[src/rtl/load_store_unit.sv]
// Load/store unit between the datapath and a word-wide memory.
// Sub-word stores are done as a read-modify-write; loads are lane-extracted and extended.
module load_store_unit #(
  parameter int MEMORY_SIZE = 4096
) (
  input  logic        clk,
  input  logic        rst,
  input  logic        req_i,
  input  logic        we_i,
  input  logic [1:0]  size_i,
  input  logic        unsigned_i,
  input  logic [31:0] addr_i,
  input  logic [31:0] wdata_i,
  output logic [31:0] rdata_o,
  output logic        done_o,
  output logic        err_o,
  output logic        busy_o,
  output logic        mem_rd_en_o,
  output logic        mem_wr_en_o,
  output logic [31:0] mem_addr_o,
  output logic [31:0] mem_wdata_o,
  input  logic [31:0] mem_rdata_i
);

  typedef enum logic [2:0] {
    IDLE,
    LOAD,
    STORE,
    RMW_RD,
    RMW_WR,
    DONE
  } state_e;

  localparam logic [31:0] MEM_WORDS = 32'(MEMORY_SIZE);

  state_e      state_q, state_d;
  logic [1:0]  size_q;
  logic        uns_q;
  logic [31:0] addr_q;
  logic [31:0] wdata_q;
  logic [31:0] merge_q;
  logic [31:0] rdata_q;
  logic        err_q;

  logic        req_err;
  logic        accept;
  logic [7:0]  load_byte;
  logic [15:0] load_half;
  logic [31:0] load_ext;
  logic [31:0] merged;

  assign accept = (state_q == IDLE) && req_i;

  always_comb begin
    req_err = 1'b0;
    if (size_i == 2'b11)                            req_err = 1'b1;
    if (size_i == 2'b01 && addr_i[0])               req_err = 1'b1;
    if (size_i == 2'b10 && addr_i[1:0] != 2'b00)    req_err = 1'b1;
    if ({2'b00, addr_i[31:2]} >= MEM_WORDS)         req_err = 1'b1;
  end

  // State register and request/data registers
  always_ff @(posedge clk) begin
    if (rst) begin
      state_q <= IDLE;
      size_q  <= '0;
      uns_q   <= 1'b0;
      addr_q  <= '0;
      wdata_q <= '0;
      merge_q <= '0;
      rdata_q <= '0;
      err_q   <= 1'b0;
    end else begin
      state_q <= state_d;
      if (accept) begin
        size_q  <= size_i;
        uns_q   <= unsigned_i;
        addr_q  <= addr_i;
        wdata_q <= wdata_i;
        err_q   <= req_err;
        if (req_err) rdata_q <= '0;
      end
      if (state_q == LOAD)   rdata_q <= load_ext;
      if (state_q == RMW_RD) merge_q <= mem_rdata_i;
    end
  end

  always_comb begin
    state_d = state_q;
    case (state_q)
      IDLE: begin
        if (req_i) begin
          if (req_err)              state_d = DONE;
          else if (!we_i)           state_d = LOAD;
          else if (size_i == 2'b10) state_d = STORE;
          else                      state_d = RMW_RD;
        end
      end
      LOAD:    state_d = DONE;
      STORE:   state_d = DONE;
      RMW_RD:  state_d = RMW_WR;
      RMW_WR:  state_d = DONE;
      DONE:    state_d = IDLE;
      default: state_d = IDLE;
    endcase
  end

  // Little-endian lane extraction with sign/zero extension
  always_comb begin
    load_byte = mem_rdata_i[{addr_q[1:0], 3'b000} +: 8];
    load_half = mem_rdata_i[{addr_q[1], 4'b0000} +: 16];
    case (size_q)
      2'b00:   load_ext = uns_q ? {24'b0, load_byte} : {{24{load_byte[7]}}, load_byte};
      2'b01:   load_ext = uns_q ? {16'b0, load_half} : {{16{load_half[15]}}, load_half};
      default: load_ext = mem_rdata_i;
    endcase
  end

  always_comb begin
    merged = merge_q;
    case (size_q)
      2'b00:   merged[{addr_q[1:0], 3'b000} +: 8] = wdata_q[7:0];
      2'b01:   merged[{addr_q[1], 4'b0000} +: 16] = wdata_q[15:0];
      default: merged = merge_q;
    endcase
  end

  always_comb begin
    busy_o      = (state_q != IDLE);
    done_o      = (state_q == DONE);
    err_o       = (state_q == DONE) && err_q;
    rdata_o     = rdata_q;
    mem_rd_en_o = 1'b0;
    mem_wr_en_o = 1'b0;
    mem_addr_o  = '0;
    mem_wdata_o = '0;
    case (state_q)
      LOAD, RMW_RD: begin
        mem_rd_en_o = 1'b1;
        mem_addr_o  = {addr_q[31:2], 2'b00};
      end
      STORE: begin
        mem_wr_en_o = 1'b1;
        mem_addr_o  = {addr_q[31:2], 2'b00};
        mem_wdata_o = wdata_q;
      end
      RMW_WR: begin
        mem_wr_en_o = 1'b1;
        mem_addr_o  = {addr_q[31:2], 2'b00};
        mem_wdata_o = merged;
      end
      default: ;
    endcase
  end

endmodule

[config.mk]
export PLATFORM = sky130hd
export DESIGN_NAME = load_store_unit
export DESIGN_NICKNAME = d
export VERILOG_FILES = /design/src/rtl/load_store_unit.sv
export SDC_FILE = /design/constraint.sdc
export NUM_CORES = 1
export LEC_CHECK = 0
export CORE_MARGIN = 2
export CORE_UTILIZATION = 51
export CTS_CLUSTER_SIZE = 40
export DETAILED_ROUTE_END_ITERATION = 10
export HOLD_SLACK_MARGIN = 0.05
export PLACE_DENSITY_LB_ADDON = 0.2
export SLEW_MARGIN = 15
export SYNTH_ARGS = -nofsm -noshare
export SYNTH_HDL_FRONTEND = slang
export SYNTH_SLANG_ARGS = --single-unit
[constraint.sdc]
create_clock -name clk -period 4.62 [get_ports clk]
set_clock_uncertainty 0.1 [all_clocks]
set_input_delay 0.693 -clock clk [delete_from_list [all_inputs] [get_ports clk]]
set_output_delay 0.693 -clock clk [all_outputs]
set_load 0.05 [all_outputs]
Fig. 1: cell area per tile
The bar under the picture is 20 um long. 12 x 12 tiles, from dark purple (low) to yellow (high), 0 to 100% covered.
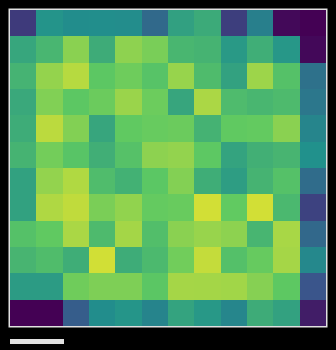
nearly empty tiles	2.1%
fullest tile	93%
mean over tiles	65%
floorplan utilization: 0.521
area of the placeable core: 12600 um2
fin util: 0.728

Fig. 2: signal wires by layer
Only two layers are drawn.
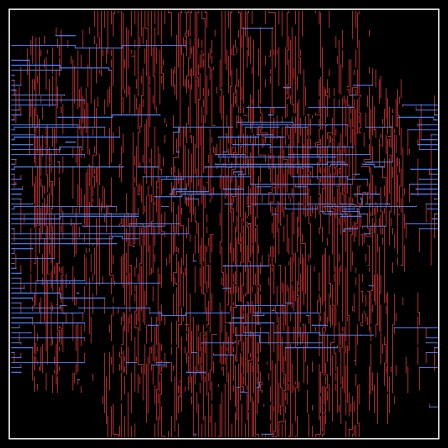
layer	color	wire length
metal 3	blue	1870 um
metal 2	red	10300 um
total wire length after detailed routing: 20900 um
overall track demand over capacity in global routing: 0.298

==> out/metrics.json <==
{
  "fin_total_pwr_mw": 3.72,
  "initial_drc_count": 606,
  "yosys_warnings": 0,
  "clk_buf_depth": 2,
  "wl_met2_um": 10300,
  "yosys-stat-area_um2": 6580,
  "gr-usage-met3": 0.101,
  "instance_tally_after_logic_synthesis": 856,
  "maximum_number_of_pins_on_one_net_before_global_route_repair": 80,
  "floorplan.die.width_um": 118,
  "via_count_of_the_first_global_routing_pass": 6399,
  "drt_antenna_net_count": 0,
  "tritoncts_clock_tree": "yes",
  "setup-violations-final": 0,
  "required_ns": 3.83,
  "num_antenna_cells": 0,
  "final_nets": 1125,
  "die.size.y_um": 118,
  "final-max-slew-violation-count": 0,
  "synth_top_flop_cell": "sky130_fd_sc_hd__dfxtp_1",
  "wl_met3_um": 1870,
  "ctsHoldBuffers": 0,
  "synthDistinctLibCells": 51,
  "routedLengthMet1_um": 8220,
  "period_used_share": 0.939,
  "worst_rel_slew_slack": 0.253,
  "fin_setup_tns_ns": 0,
  "layout_top_cells_excl_fill_tap": "sky130_fd_sc_hd__nand2_1, sky130_fd_sc_hd__clkdlybuf4s50_1, sky130_fd_sc_hd__dfxtp_1",
  "synth-async-reset-ratio": 0,
  "postLayoutSetupSlackWorst_ns": 0.281,
  "ff2ff_path_depth": 4,
  "route.top_layer_used": "met4",
  "row_cnt": 41,
  "clkTransAtPathRegs_ns": 0.06,
  "log.warning_count": 30,
  "setup_repair_after_global_routing_missed_its_margin": "false",
  "rrSetupSlack_ns": 2.30,
  "globalplace.congestion": 0.900,
  "preCtsSetupSlack_ns": 0.779,
  "yosys_cells": 856,
  "cp.buffers_inverters": 2,
  "worstSetupStartpointType": "flip-flop",
  "gr-total-overflow": 0,
  "synth-simple-area-share": 0.250,
  "cp_top_delay_family": "buffers and inverters",
  "initial_antenna_violation_count": 0,
  "seq_area_frac_synth": 0.411,
  "synthesis_to_finish_area_growth_pct": 39.7,
  "post-dp-hpwl_um": 14600,
  "run_status": "finished, final reports clean",
  "endpoint_kind": "output port",
  "drc": 0,
  "cts.sinks": 135,
  "boundaryPins": 204,
  "power_per_cell_area_nw_per_um2": 405,
  "crit_path_max_incr_delay_ns": 0.86,
  "route.detailed.wl_per_inst_um": 17.4,
  "min_delay_path_depth": 2,
  "max_cap_violations": 0,
  "cts_max_level": 4,
  "synth.area.mux_share": 0.0185,
  "worst-setup-path-type": "reg -> out",
  "firstDrtPassIters": 6,
  "timing.fmax_ghz": 0.230,
  "dr_total_vias": 6746,
  "hold_end": "addr_q[27]",
  "post_synth_tally_of_flip_flops_with_integrated_enable": 0,
  "chip_area_um2": 13800,
  "synth_area_um2": 6580,
  "hold_path.class": "reg -> reg",
  "post_drt_via_cell_ratio": 5.61,
  "fa_ha_area_frac": 0.00951,
  "postSynthRegisterBits": 135,
  "post-cts-setup-buffer-count": 0,
  "synth_xor_xnor_area_share": 0.00133,
  "worstSkewPairLatency_ns": 0.43,
  "postCtsResizedCells": 0,
  "hold_path.startpoint": "addr_q[27]",
  "synth.avg_cell_area_um2": 7.68
}
-- worst max path at each step --
stage / startpoint / end / slack [ns] / depth (start not counted)
2_1_floorplan: addr_q[0] / mem_wdata_o[16] / 1.11 / 6
3_3_place_gp: addr_q[0] / mem_wdata_o[5] / 0.86 / 8
3_5_place_dp: addr_q[0] / mem_wdata_o[5] / 0.78 / 8
4_1_cts: addr_q[0] / mem_wdata_o[5] / 0.33 / 8
5_1_grt: addr_q[0] / mem_wdata_o[5] / 0.01 / 8
6_report: addr_q[0] / mem_wdata_o[5] / 0.28 / 8
-- Yosys cell counts (3+ instances only) --
cell | count | area (um2)
sky130_fd_sc_hd__a21o_1 | 3 | 22.5
sky130_fd_sc_hd__a21oi_1 | 130 | 651
sky130_fd_sc_hd__a221oi_1 | 29 | 254
sky130_fd_sc_hd__a22o_2 | 23 | 230
sky130_fd_sc_hd__and2_1 | 34 | 213
sky130_fd_sc_hd__buf_1 | 3 | 11.3
sky130_fd_sc_hd__buf_2 | 22 | 110
sky130_fd_sc_hd__buf_4 | 3 | 22.5
sky130_fd_sc_hd__buf_6 | 3 | 33.8
sky130_fd_sc_hd__clkbuf_1 | 40 | 150
sky130_fd_sc_hd__dfxtp_1 | 135 | 2700
sky130_fd_sc_hd__ha_1 | 5 | 62.6
sky130_fd_sc_hd__inv_1 | 8 | 30.0
sky130_fd_sc_hd__mux2_2 | 9 | 101
sky130_fd_sc_hd__nand2_1 | 226 | 848
sky130_fd_sc_hd__nand2b_1 | 21 | 131
sky130_fd_sc_hd__nor2_1 | 49 | 184
sky130_fd_sc_hd__nor2b_1 | 11 | 68.8
sky130_fd_sc_hd__nor3_1 | 8 | 40.0
sky130_fd_sc_hd__nor4_1 | 4 | 25.0
sky130_fd_sc_hd__o21ai_0 | 27 | 135
sky130_fd_sc_hd__o221ai_1 | 17 | 149
sky130_fd_sc_hd__o22a_1 | 6 | 52.6
sky130_fd_sc_hd__o2bb2ai_1 | 6 | 52.6
-- report_power, final --
| part | switching, mW | total, mW | leakage (nW) | internal (mW) |
|---|---|---|---|---|
| Sequential | 0.0743 | 1.33 | 1.10 | 1.25 |
| Combinational | 0.621 | 0.989 | 1.82 | 0.368 |
| Clock | 0.538 | 1.40 | 0.297 | 0.866 |
-- stage by stage --
stage / cell area, um2 / cells / utilization
2_1_floorplan: 6580 / 857 / -
3_3_place_gp: 8570 / 1170 / 0.679
3_5_place_dp: 8570 / 1170 / 0.679
4_1_cts: 9190 / 1202 / 0.728
5_1_grt: 9190 / 1202 / 0.728
6_report: 9190 / 1202 / 0.728
-- sequential cells by signal (all words and copies together), names as in the netlist --
signal   cells
addr_q      32
rdata_o     32
wdata_q     32
merge_q     32
err_q        1
size_q       2
uns_q        1
state_q      3
-- worst reg2reg max path: cells and delay by family, from the launching register on --
family          cells  cell delay (ns)
simple gates        1             0.64
compound gates      3             0.71
flops               1             0.75
-- layout make-up --
cell class / instances / area (um2)
multi-input combinational: 642 / 3530
fill: 1051 / 3430
sequential: 135 / 2700
timing repair buffer: 212 / 2090
clock buffer: 18 / 439
tap: 172 / 215
clock inverter: 14 / 173
inverter: 9 / 33.8
Power is estimated from default activity; no workload was simulated.
